==> images/final_clocks.png <==
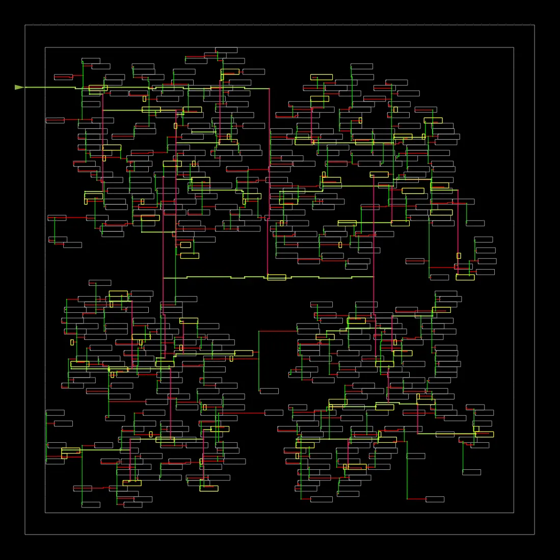
==> images/met2.png <==
(1.5 px per um)
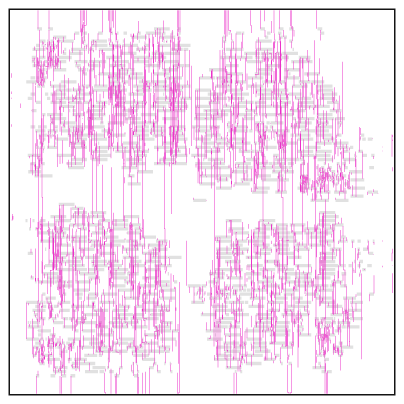
Design fifo_bank4_flat, sky130hd; sources not shown.
==> impl_metrics.env <==
# yosys + openroad results
export IMPL_rows=86
export IMPL_critPathCaptureType="output port"
export IMPL_cp_cell_sequence="buf_6 > buf_12 > mux4_2 > mux2i_2 > nor2_1 > buf_4"
export IMPL_ys_cells=965
export IMPL_clk_power_uw=6400
export IMPL_largest_area_cell="edfxtp_1"
export IMPL_setup_viol=43
export IMPL_n_antenna_cell=3
export IMPL_ff2ff_setup_slack_ps=260
export IMPL_powerDensity_nw_per_um2=1200
export IMPL_inv_count=19
export IMPL_cp_depth=6
export IMPL_core_area_sq_um=55100
export IMPL_portBuffers=85
export IMPL_edf_count=384
export IMPL_fin_area_sq_um=22300
export IMPL_cp_slowest_cell="mux4_2"
export IMPL_nNetsFinal=1197
export IMPL_worst_slack_ps=-89.9
export IMPL_critPathLaunchType="flop"
export IMPL_yosysMostFrequentCell="edfxtp_1"
export IMPL_max_stage_delay_ps=510
export IMPL_outcome="finished, violations left"
export IMPL_timing_final_crit_share=1.03
export IMPL_power_leakage_uw=0.00769
export IMPL_ir_worst_vdd_mv=0.556
export IMPL_min_period_ps=2710
export IMPL_final_antenna_net_count=0
export IMPL_clock_fmax_mhz=369
export IMPL_netlist_instances=965
export IMPL_antenna_found_initial=0
export IMPL_ff_latch_area_sq_um=12900
export IMPL_swShare=0.327
export IMPL_synthesis_nets=1003
export IMPL_cts_setup_buffers=22
export IMPL_dr_pass1_iters=4
export IMPL_signal_buffers=209
export IMPL_busiest_layer="met2"
export IMPL_area_growth_pct=25.1
export IMPL_final_core_util=0.405
export IMPL_hp_class="in2async"
export IMPL_synth_top_area_share=0.647
export IMPL_crit_required_ps=2100
export IMPL_gr_usage_met1=0.165
export IMPL_tool_warnings=32
export IMPL_wl_met1_um=18500
export IMPL_routedWlPerCell_um=21.0
export IMPL_synth_flops=440
export IMPL_ys_seq_share=0.725
export IMPL_grt_overflow=0
export IMPL_totalNegativeSetupSlack_ps=-1730
export IMPL_drc=0
export IMPL_fillers=5040
export IMPL_async_reset_ff_frac=0.127
export IMPL_crit_type="reg2out"
export IMPL_synth_cellmix_compoundShare=0.0256
export IMPL_comb_area_frac=0.213
export IMPL_grt_pass1_wl_um=63000
export IMPL_internal_power_uw=18000
export IMPL_relSlewSlack=0.415
export IMPL_stdcell_count=1946
export IMPL_xor_share=0.0118
export IMPL_cts_tree="yes"
export IMPL_viasPerCell=4.75
export IMPL_wl_met2_um=19900
export IMPL_syn_avg_cell_area_sq_um=18.5
export IMPL_grt_max_degree=57
export IMPL_dp_slack_ps=-28.7
export IMPL_worstPathArrival_ps=2190
export IMPL_final_comb_area_sq_um=4760
export IMPL_violations="setup timing"
Notes on final_clocks.png above:
clock skew: 15.6 ps
total CTS buffers: 48
flop count: 440
Sink Count: 440
clock buffers: 75

Notes on met2.png above:
nets with wire on the layer	1,053
longest straight run	96.5 um
main direction	vertical
share of all routed wire	49%
total wire length: 40,800 um
met2 global-route usage: 0.209
vias post-DR: 9,242

